### config.mk
export PLATFORM = sky130hd
export DESIGN_NAME = reg_serial_reader_flat
export DESIGN_NICKNAME = d
export VERILOG_FILES = /design/src/rtl/reg_serial_reader_pkg.sv /design/src/rtl/reg_serial_reader_if.sv /design/src/rtl/reg_serial_reader_bit_tick_gen.sv /design/src/rtl/reg_serial_reader.sv /design/src/flat_wrapper.sv
export SDC_FILE = /design/constraint.sdc
export NUM_CORES = 1
export LEC_CHECK = 0
export ABC_AREA = 1
export CORE_MARGIN = 5
export CORE_UTILIZATION = 55
export CTS_BUF_LIST = sky130_fd_sc_hd__clkbuf_4
export DETAILED_ROUTE_END_ITERATION = 16
export HOLD_SLACK_MARGIN = 0.05
export PLACE_DENSITY_LB_ADDON = 0.12
export SYNTH_ARGS = -nofsm -noshare
export SYNTH_HDL_FRONTEND = slang
export SYNTH_HIERARCHICAL = 1
export SYNTH_SLANG_ARGS = --single-unit
### constraint.sdc
create_clock -name clk -period 2.73 [get_ports clk]
set_clock_uncertainty 0.1 [all_clocks]
set_input_delay 0.6825 -clock clk [delete_from_list [all_inputs] [get_ports clk]]
set_output_delay 0.6825 -clock clk [all_outputs]
set_load 0.1 [all_outputs]
### src/rtl/reg_serial_reader_pkg.sv
// -----------------------------------------------------------------------------
// reg_reader_pkg
//   Shared definitions for the register serial reader:
//     - state_e   : frame FSM states (IDLE, SHIFT, DONE)
//     - cnt_width : width of a counter that must hold 0..n-1, never below 1 bit
// -----------------------------------------------------------------------------
package reg_reader_pkg;

    typedef enum logic [1:0] {
        IDLE  = 2'd0,
        SHIFT = 2'd1,
        DONE  = 2'd2
    } state_e;

    // max(1, $clog2(n)): a DIV of 1 still needs a 1-bit counter.
    function automatic int unsigned cnt_width(input int unsigned n);
        int unsigned w;
        w = $clog2(n);
        return (w < 1) ? 1 : w;
    endfunction

endpackage

### src/rtl/reg_serial_reader_if.sv
// -----------------------------------------------------------------------------
// reg_serial_reader_if
//   Request/readback bundle between a register bank consumer and the serial
//   reader.
//     rd_req    : level request to snapshot reg_in
//     reg_in    : parallel register value (WIDTH bits)
//     rd_ack    : one-cycle pulse, snapshot taken
//     busy      : frame in progress (capture cycle through DONE)
//     ser_out   : serial data bit, 0 when ser_valid is low
//     ser_valid : a bit is being driven
//     ser_last  : final bit of the frame is being driven
//     done      : one-cycle pulse after the final bit
//   Modports: master (requester side), slave (reader side).
// -----------------------------------------------------------------------------
interface reg_serial_reader_if #(
    parameter int unsigned WIDTH = 8
);
    logic             rd_req;
    logic [WIDTH-1:0] reg_in;
    logic             rd_ack;
    logic             busy;
    logic             ser_out;
    logic             ser_valid;
    logic             ser_last;
    logic             done;

    modport master (
        output rd_req,
        output reg_in,
        input  rd_ack,
        input  busy,
        input  ser_out,
        input  ser_valid,
        input  ser_last,
        input  done
    );

    modport slave (
        input  rd_req,
        input  reg_in,
        output rd_ack,
        output busy,
        output ser_out,
        output ser_valid,
        output ser_last,
        output done
    );
endinterface

### src/rtl/reg_serial_reader_bit_tick_gen.sv
// -----------------------------------------------------------------------------
// bit_tick_gen
//   Bit-period divider. Counts 0..DIV-1 while clear is low and raises tick
//   during the terminal count cycle; the counter then wraps to 0.
//     clk   : clock, rising edge
//     rst   : synchronous active-high reset
//     clear : hold counter at 0 (and suppress tick)
//     tick  : one-cycle pulse on the terminal count
// -----------------------------------------------------------------------------
module bit_tick_gen
    import reg_reader_pkg::*;
#(
    parameter int unsigned DIV = 4
) (
    input  logic clk,
    input  logic rst,
    input  logic clear,
    output logic tick
);
    localparam int unsigned CW = cnt_width(DIV);
    localparam logic [CW-1:0] TERM = CW'(DIV - 1);

    logic [CW-1:0] div_cnt;

    always_ff @(posedge clk) begin
        if (rst || clear) begin
            div_cnt <= '0;
        end else if (div_cnt == TERM) begin
            div_cnt <= '0;
        end else begin
            div_cnt <= div_cnt + 1'b1;
        end
    end

    // With DIV=1 the counter sits at 0 == TERM, so tick fires every cycle.
    assign tick = !clear && (div_cnt == TERM);

endmodule

### src/rtl/reg_serial_reader.sv
// -----------------------------------------------------------------------------
// reg_serial_reader
//   Snapshots a WIDTH-bit register value on request and streams it out one bit
//   per DIV-cycle bit period, MSB or LSB first.
//     clk : clock, rising edge
//     rst : synchronous active-high reset
//     bus : reg_serial_reader_if.slave (rd_req, reg_in in; rd_ack, busy,
//           ser_out, ser_valid, ser_last, done out)
//   Parameters: WIDTH (>=2), DIV (>=1), MSB_FIRST (1: bit WIDTH-1 first).
//   Frame: capture edge t, bits on cycles t+1..t+WIDTH*DIV, done on the next
//   cycle, then one IDLE cycle before another capture can happen.
// -----------------------------------------------------------------------------
module reg_serial_reader
    import reg_reader_pkg::*;
#(
    parameter int unsigned WIDTH     = 8,
    parameter int unsigned DIV       = 4,
    parameter int unsigned MSB_FIRST = 1
) (
    input  logic                 clk,
    input  logic                 rst,
    reg_serial_reader_if.slave   bus
);
    localparam int unsigned BW = cnt_width(WIDTH);
    localparam logic [BW-1:0] LAST_BIT = BW'(WIDTH - 1);

    state_e           state, state_nxt;
    logic [WIDTH-1:0] shift_reg, shift_nxt;
    logic [BW-1:0]    bit_cnt, bit_nxt;
    logic             tick;
    logic             div_clear;

    logic rd_ack_nxt;
    logic busy_nxt;
    logic ser_out_nxt;
    logic ser_valid_nxt;
    logic ser_last_nxt;
    logic done_nxt;

    function automatic logic [WIDTH-1:0] shift_one(input logic [WIDTH-1:0] v);
        if (MSB_FIRST != 0) begin
            return {v[WIDTH-2:0], 1'b0};
        end else begin
            return {1'b0, v[WIDTH-1:1]};
        end
    endfunction

    function automatic logic head_bit(input logic [WIDTH-1:0] v);
        if (MSB_FIRST != 0) begin
            return v[WIDTH-1];
        end else begin
            return v[0];
        end
    endfunction

    // Divider only runs while shifting; it sits at 0 otherwise so the first
    // bit of every frame gets a full DIV cycles.
    assign div_clear = (state != SHIFT);

    bit_tick_gen #(
        .DIV (DIV)
    ) u_tick (
        .clk   (clk),
        .rst   (rst),
        .clear (div_clear),
        .tick  (tick)
    );

    // Next-state logic. Outputs are registered from the next-state values so
    // they line up with the state they describe without any input-to-output
    // combinational path.
    always_comb begin
        state_nxt  = state;
        shift_nxt  = shift_reg;
        bit_nxt    = bit_cnt;
        rd_ack_nxt = 1'b0;

        case (state)
            IDLE: begin
                if (bus.rd_req) begin
                    shift_nxt  = bus.reg_in;
                    bit_nxt    = '0;
                    state_nxt  = SHIFT;
                    rd_ack_nxt = 1'b1;
                end
            end
            SHIFT: begin
                if (tick) begin
                    shift_nxt = shift_one(shift_reg);
                    if (bit_cnt == LAST_BIT) begin
                        bit_nxt   = '0;
                        state_nxt = DONE;
                    end else begin
                        bit_nxt = bit_cnt + 1'b1;
                    end
                end
            end
            DONE: begin
                state_nxt = IDLE;
            end
            default: begin
                state_nxt = IDLE;
            end
        endcase

        busy_nxt      = (state_nxt != IDLE);
        ser_valid_nxt = (state_nxt == SHIFT);
        ser_out_nxt   = (state_nxt == SHIFT) ? head_bit(shift_nxt) : 1'b0;
        ser_last_nxt  = (state_nxt == SHIFT) && (bit_nxt == LAST_BIT);
        done_nxt      = (state_nxt == DONE);
    end

    always_ff @(posedge clk) begin
        if (rst) begin
            state         <= IDLE;
            shift_reg     <= '0;
            bit_cnt       <= '0;
            bus.rd_ack    <= 1'b0;
            bus.busy      <= 1'b0;
            bus.ser_out   <= 1'b0;
            bus.ser_valid <= 1'b0;
            bus.ser_last  <= 1'b0;
            bus.done      <= 1'b0;
        end else begin
            state         <= state_nxt;
            shift_reg     <= shift_nxt;
            bit_cnt       <= bit_nxt;
            bus.rd_ack    <= rd_ack_nxt;
            bus.busy      <= busy_nxt;
            bus.ser_out   <= ser_out_nxt;
            bus.ser_valid <= ser_valid_nxt;
            bus.ser_last  <= ser_last_nxt;
            bus.done      <= done_nxt;
        end
    end

endmodule

### src/flat_wrapper.sv
// flat-port wrapper written by rule: the top's interface ports become plain ports
module reg_serial_reader_flat import reg_reader_pkg::*;
#(
    parameter int unsigned WIDTH     = 8,
    parameter int unsigned DIV       = 4,
    parameter int unsigned MSB_FIRST = 1
)
  (clk, rst, bus_rd_req, bus_reg_in, bus_rd_ack, bus_busy, bus_ser_out, bus_ser_valid, bus_ser_last, bus_done);
  reg_serial_reader_if #(.WIDTH(WIDTH)) bus_i ();
  input  logic clk;
  input  logic rst;
  input wire logic [$bits(bus_i.rd_req)-1:0] bus_rd_req;
  input wire logic [$bits(bus_i.reg_in)-1:0] bus_reg_in;
  output wire logic [$bits(bus_i.rd_ack)-1:0] bus_rd_ack;
  output wire logic [$bits(bus_i.busy)-1:0] bus_busy;
  output wire logic [$bits(bus_i.ser_out)-1:0] bus_ser_out;
  output wire logic [$bits(bus_i.ser_valid)-1:0] bus_ser_valid;
  output wire logic [$bits(bus_i.ser_last)-1:0] bus_ser_last;
  output wire logic [$bits(bus_i.done)-1:0] bus_done;
  assign bus_i.rd_req = bus_rd_req;
  assign bus_i.reg_in = bus_reg_in;
  assign bus_rd_ack = bus_i.rd_ack;
  assign bus_busy = bus_i.busy;
  assign bus_ser_out = bus_i.ser_out;
  assign bus_ser_valid = bus_i.ser_valid;
  assign bus_ser_last = bus_i.ser_last;
  assign bus_done = bus_i.done;
  reg_serial_reader #(.WIDTH(WIDTH), .DIV(DIV), .MSB_FIRST(MSB_FIRST)) u_core (.clk(clk), .rst(rst), .bus(bus_i));
endmodule
==> run_1/layer_met1.png <==
Cells faint in the background.
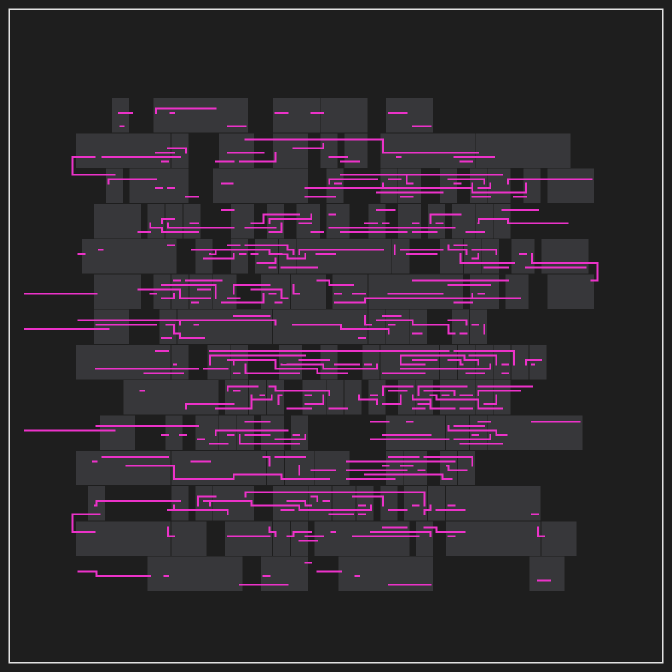
wire length on this layer = 796 um
share of all routed wire = 44%
main direction = horizontal
longest straight run = 18.4 um

==> run_1/layer_met2.png <==
The bar under the picture is 20 um long.
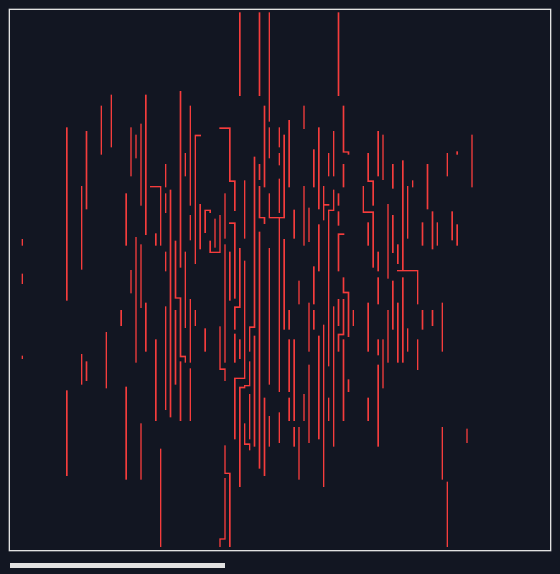
wire length on this layer = 901 um
main direction = vertical
DR vias: 818
Routed WL: 1807 um
met2 Use GR: 24.69%

==> run_1/layer_met3.png <==
The bar under the picture is 20 um long.
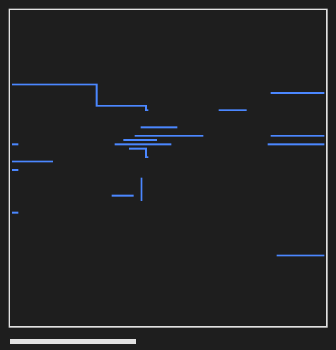
main direction = horizontal
nets with wire on the layer = 17

==> results.json, run 1 <==
{
  "cts_tree": "yes",
  "yosys-stat-area_sq_um": 892.1,
  "clkTransAtPathRegs_ps": 110,
  "nClkBuffers": 4,
  "die_h_um": 50.28,
  "setup_tns_ps": 0,
  "finalClockPeriodUsage_pct": 75.27,
  "grt_pass1_wl_um": 3077,
  "syn2layout_area_growth_pct": 20.76,
  "cts-buffers-inserted": 3,
  "place_ws_ps": 628.1,
  "synthCells": 126,
  "top_logic_kind": "simple AND/OR/NAND/NOR gates",
  "reg2reg_slack_ps": 680,
  "cts.sinks": 21,
  "chipArea_sq_mm": 0.002528,
  "nFillCells": 136,
  "postSynthSeqShare_pct": 47.12,
  "inv_count": 12,
  "status": "finished clean",
  "warnings": 26,
  "power_mw": 0.5759,
  "drive_gt1_share_pct": 11.89,
  "power_density_mw_per_mm2": 534.6,
  "synth_area_sq_um": 892.1,
  "clock_latency_ps": 300,
  "cts_setup_buffers": 0,
  "crit_type": "register to register",
  "critical-path-top-delay-family": "simple AND/OR/NAND/NOR gates",
  "reg2reg_to": "u_core/shift_reg[5]",
  "synth_adder_area_share_pct": 4.208,
  "ctsResizeCount": 0,
  "tightest_slew_ps": 586.6,
  "dpl_cell_area_sq_mm": 0.001047,
  "topCellsByArea": "dfxtp_1 47%, nand2_1 16%, a21oi_1 8.4%",
  "rsz0062_at_grt": "false",
  "min-delay-start": "u_core/u_tick/div_cnt[0]",
  "rr_worst_depth": 7,
  "dp_hpwl_um": 1319,
  "grt_usage_pct": 15.12,
  "layout.area.top_class": "flip-flops and latches",
  "wire_per_inst_um": 11.36,
  "floorplan.nets": 140,
  "slew_violations": 0,
  "gp_congestion": 0.8671,
  "cellLeakagePower_nw": 0.4816,
  "synth.top_cells.by_count": "38 x nand2_1, 21 x dfxtp_1, 17 x nor2_1, 15 x a21oi_1, 10 x inv_1",
  "crit_path_end": "u_core/shift_reg[5]",
  "hold_viol_final": 0,
  "largest_reg_flops": 8,
  "io_pins": 17,
  "final-clk-cell-share_pct": 2.787,
  "setup-violations-final": 0,
  "startpoint": "u_core/state[0]",
  "flops": 21,
  "ys_warn_count": 6,
  "final_cells": 159,
  "synth.distinct_cells": 15,
  "logic_gate_count": 89,
  "n_tap_cell": 16,
  "cts_hold_buf": 0,
  "num-nonclk-buffers": 17,
  "num_antenna_cells": 0,
  "numPlacedInstances": 155,
  "cts_root_buffer": "clkbuf_4",
  "min_to": "u_core/u_tick/div_cnt[0]",
  "yosysMostFrequentCell": "nand2_1",
  "mux_area_share_pct": 0,
  "worst-path-max-fanout": 12,
  "yosys.area.top_type": "dfxtp_1",
  "cts_buffer_depth": 2,
  "sh_comb_area_pct": 37.98,
  "globalRouteOverflowTotal": 0,
  "crit-reg2reg-launch": "u_core/state[0]",
  "required_ps": 2800,
  "die_w_um": 50.28,
  "async_flop_share_pct": 0,
  "slew_headroom_pct": 60.77,
  "critical_path_buf_inv_count": 1,
  "max_freq_mhz": 486.6,
  "path_cells": "nand2_1 -> nor2_1 -> inv_1 -> nor2_1 -> nor2_2 -> nand2_1 -> a21oi_1",
  "xor_share_pct": 0,
  "nets": 158,
  "final_core_util_pct": 70.69,
  "fin_hold_ws_ps": 339.1,
  "htree_levels": 1,
  "ant_nets": 0,
  "period_needed_ps": 2055,
  "initCoreUtil_pct": 58.54,
  "buf_share_pct": 14.17,
  "antenna_found_initial": 0,
  "ys_sh_simple_pct": 30.01,
  "firstDrtPassIters": 4,
  "core_sq_mm": 0.001524,
  "critPathLaunchType": "register",
  "grt_max_degree": 18,
  "drv_cap": 0,
  "yosysCellCount": 126,
  "grt_pass1_vias": 760,
  "endpoint_kind": "register",
  "slowest_delay_ps": 510,
  "cp_slowest_cell": "nor2_1",
  "crit_arrival_ps": 2130,
  "avgSynthCellArea_sq_um": 7.080,
  "hold_depth": 1,
  "fin_area_sq_mm": 0.001077,
  "seqCellArea_sq_um": 420.4,
  "setup_slack_ps": 675.1,
  "layout_top_cell": "nand2_1",
  "holdCritPathClass": "register to register",
  "lay_top_cells": "38 x nand2_1, 21 x dfxtp_1, 17 x nor2_1",
  "edf_count": 0,
  "logic_area_sq_um": 409.1,
  "synth_top_area_share_pct": 47.12,
  "ys_ff": 21,
  "sh_seq_area_pct": 39.02,
  "routed_via_density": 5.145,
  "rows": 14,
  "drtIter0Drc": 21
}
==> run 1: cells by family (layout without fill, tap and decap cells) <==
logic type	Yosys count	in the layout
AND/OR/NAND/NOR	66	66
flip-flops	21	21
AND-OR/OR-AND	20	20
buffers and inverters	16	33
adder cells (fa/ha/maj)	3	3
==> run 1: where the power goes <==
part | leakage [nW] | internal, mW | switching (mW) | total (mW)
Sequential | 0.172 | 0.320 | 0.00658 | 0.326
Combinational | 0.291 | 0.0303 | 0.0626 | 0.0929
Clock | 0.0184 | 0.0669 | 0.0897 | 0.157
Total | 0.482 | 0.417 | 0.159 | 0.576
==> run 1: per-layer routing <==
metal	global-route usage, %	up-vias	part of all wire [%]
li1	-	433	-
met1	18.95	359	44
met2	24.69	26	50
met3	3.846	0	6.1
met4	5.677	0	0
met5	0	-	0
==> run_1/clocks.png <==
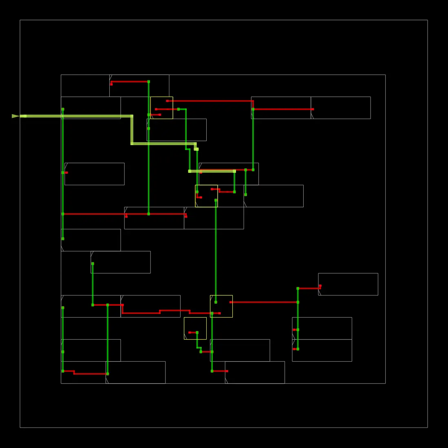

## Run 2: what changed since run 1
- CORE_UTILIZATION: 55 -> 52
- clock period: 2.73 -> 2.01 ns (I/O delays scaled with it)
==> run_2/clocks.png <==
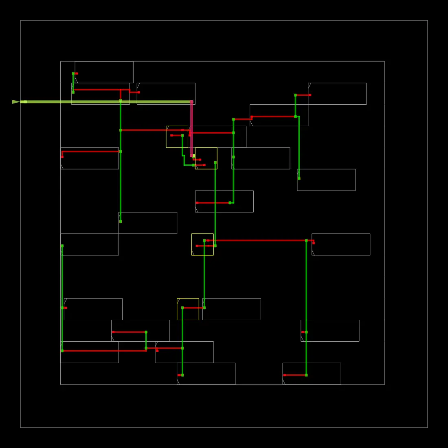
Seq cells: 21
CTS Buf Count: 3
Clock group: 0.211 mW
clock buffer count: 4
Clock Sinks: 21

==> run_2/metal_density.png <==
The bar under the picture is 20 um long. The die is cut into 10 by 10 equal tiles; dark purple is low, yellow is high, scaled to the fullest tile. Values are wire area over tile area, all layers added.
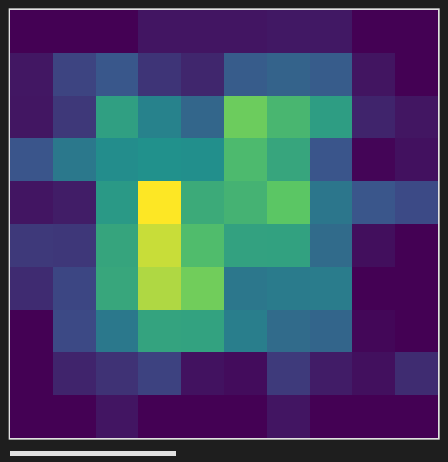
nearly empty tiles = 22%
mean over tiles = 0.11
fullest tile = 0.42
emptiest ninth of the die = lower right

==> run 2 against run 1 <==
Compared with the run above: utilization down 0.28 points; hold slack worse by 2.5 ps; combinational power grew 55%; sequential share of layout area shrank 3.3 points; via count grew 1.6%; sequential power rose by 37%; global-route usage grew 1.2 points; count of clock-buffer cells in the layout stayed put; critical path type unchanged.
==> results.json, run 2 <==
{
  "status": "finished clean",
  "yosys.area.top_type": "dfxtp_1",
  "globalRouteOverflowTotal": 0,
  "yosysMostFrequentCell": "nand2_1",
  "cts_tree": "yes",
  "nFillCells": 140,
  "power_leader": "sequential cells",
  "reg2reg_to": "u_core/bit_cnt[1]",
  "power_switching_mw": 0.2182,
  "ys_warn_count": 6,
  "gp_congestion": 0.8379,
  "final_core_util_pct": 70.41,
  "grt_max_degree": 14,
  "grt_pass1_vias": 819,
  "clkTransAtPathRegs_ps": 110,
  "power_mw": 0.8027,
  "logic_area_sq_um": 409.1,
  "rows": 15,
  "antenna_found_initial": 0,
  "ys_ff": 21,
  "cts_buffer_depth": 2,
  "clock_latency_ps": 290,
  "crit-reg2reg-launch": "u_core/state[0]",
  "p_seq_mw": 0.447,
  "setup_slack_ps": 401.0,
  "required_ps": 2140,
  "warnings": 26,
  "finalClockPeriodUsage_pct": 80.05,
  "worst-path-max-fanout": 13,
  "p_int_mw": 0.5845,
  "seqCellArea_sq_um": 420.4,
  "largest_reg_flops": 8,
  "place_ws_ps": 132.9,
  "cts_root_buffer": "clkbuf_4",
  "crit_arrival_ps": 1740,
  "endpoint_kind": "register",
  "floorplan.nets": 140,
  "slew_headroom_pct": 76.01,
  "min_to": "u_core/u_tick/div_cnt[0]",
  "setup_tns_ps": 0,
  "postSynthSeqShare_pct": 47.12,
  "slew_violations": 0,
  "yosysCellCount": 126,
  "routed_via_density": 5.098,
  "wl_um": 1808,
  "p_comb_mw": 0.144,
  "synthCells": 126,
  "initCoreUtil_pct": 53.41,
  "synth.top_cells.by_count": "38 x nand2_1, 21 x dfxtp_1, 17 x nor2_1, 15 x a21oi_1, 10 x inv_1",
  "dpl_cell_area_sq_mm": 0.001146,
  "final_cells": 163,
  "die_h_um": 51.42,
  "vias": 831,
  "critical_path_buf_inv_count": 3,
  "avgSynthCellArea_sq_um": 7.080,
  "holdCritPathClass": "register to register",
  "setup-violations-final": 0,
  "slowest_delay_ps": 440,
  "drive_gt1_share_pct": 13.70,
  "topCellsByArea": "dfxtp_1 47%, nand2_1 16%, a21oi_1 8.4%",
  "lay_top_cells": "38 x nand2_1, 21 x dfxtp_1, 17 x nor2_1",
  "drv_cap": 0,
  "nets": 161,
  "num_antenna_cells": 0,
  "tightest_slew_ps": 358.7,
  "max_freq_mhz": 621.5,
  "cellLeakagePower_nw": 0.5151,
  "hold_depth": 1,
  "numPlacedInstances": 159,
  "synth.distinct_cells": 15,
  "dp_hpwl_um": 1360,
  "swShare_pct": 27.18,
  "critical-path-top-delay-family": "simple AND/OR/NAND/NOR gates",
  "layout_top_cell": "nand2_1",
  "htree_levels": 1,
  "wire_per_inst_um": 11.09,
  "p_seq_share_pct": 55.7,
  "period_needed_ps": 1609,
  "reg2reg_slack_ps": 400,
  "cts_setup_buffers": 0,
  "rsz0062_at_grt": "false",
  "path_cells": "nand2_1 -> nor2_1 -> buf_4 -> inv_1 -> nor2_1 -> nand3b_1 -> nand2_1 -> inv_1 -> nor2_1",
  "crit_path_end": "u_core/bit_cnt[1]",
  "startpoint": "u_core/state[0]",
  "drtIter0Drc": 12,
  "synth_top_area_share_pct": 47.12,
  "async_flop_share_pct": 0,
  "p_clk_share_pct": 26.3,
  "rr_worst_depth": 9,
  "synth_area_sq_um": 892.1
}
==> run_2/layer_met3.png <==
The bar under the picture is 20 um long.
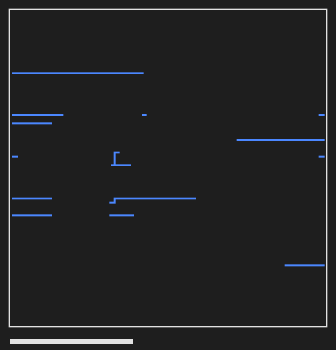
wire length on this layer = 93.8 um
nets with wire on the layer = 12
share of all routed wire = 5.2%

[run 2: cell types whose count changed in the layout (fill, tap and decap cells not counted), sizes merged]
cell / before / now
buf: 7 / 10
[run 2: final cells by class]
type	instances	area share, %
Inverter	12	3.830
Sequential cell	21	35.74
Clock buffer	4	2.553
Multi-Input combinational cell	89	34.79
Timing Repair Buffer	20	21.28
Tap cell	17	1.809
[run 2: layer usage]
layer / vias to the layer above / track usage (%) / part of all wire (%)
met1: 373 / 19.35 / 46
met3: 4 / 4.665 / 5.1
met2: 16 / 28.18 / 48
met4: 0 / 4.803 / 0.77
met5: - / 0 / 0
li1: 438 / - / -
[run 2: cells by family after synthesis]
family	share of synthesized area (%)
adder cells (fa/ha/maj)	4.208
AND-OR/OR-AND	11.64
AND/OR/NAND/NOR	30.01
flip-flops	47.12
buffers and inverters	7.014
Power is estimated from default activity; no workload was simulated.
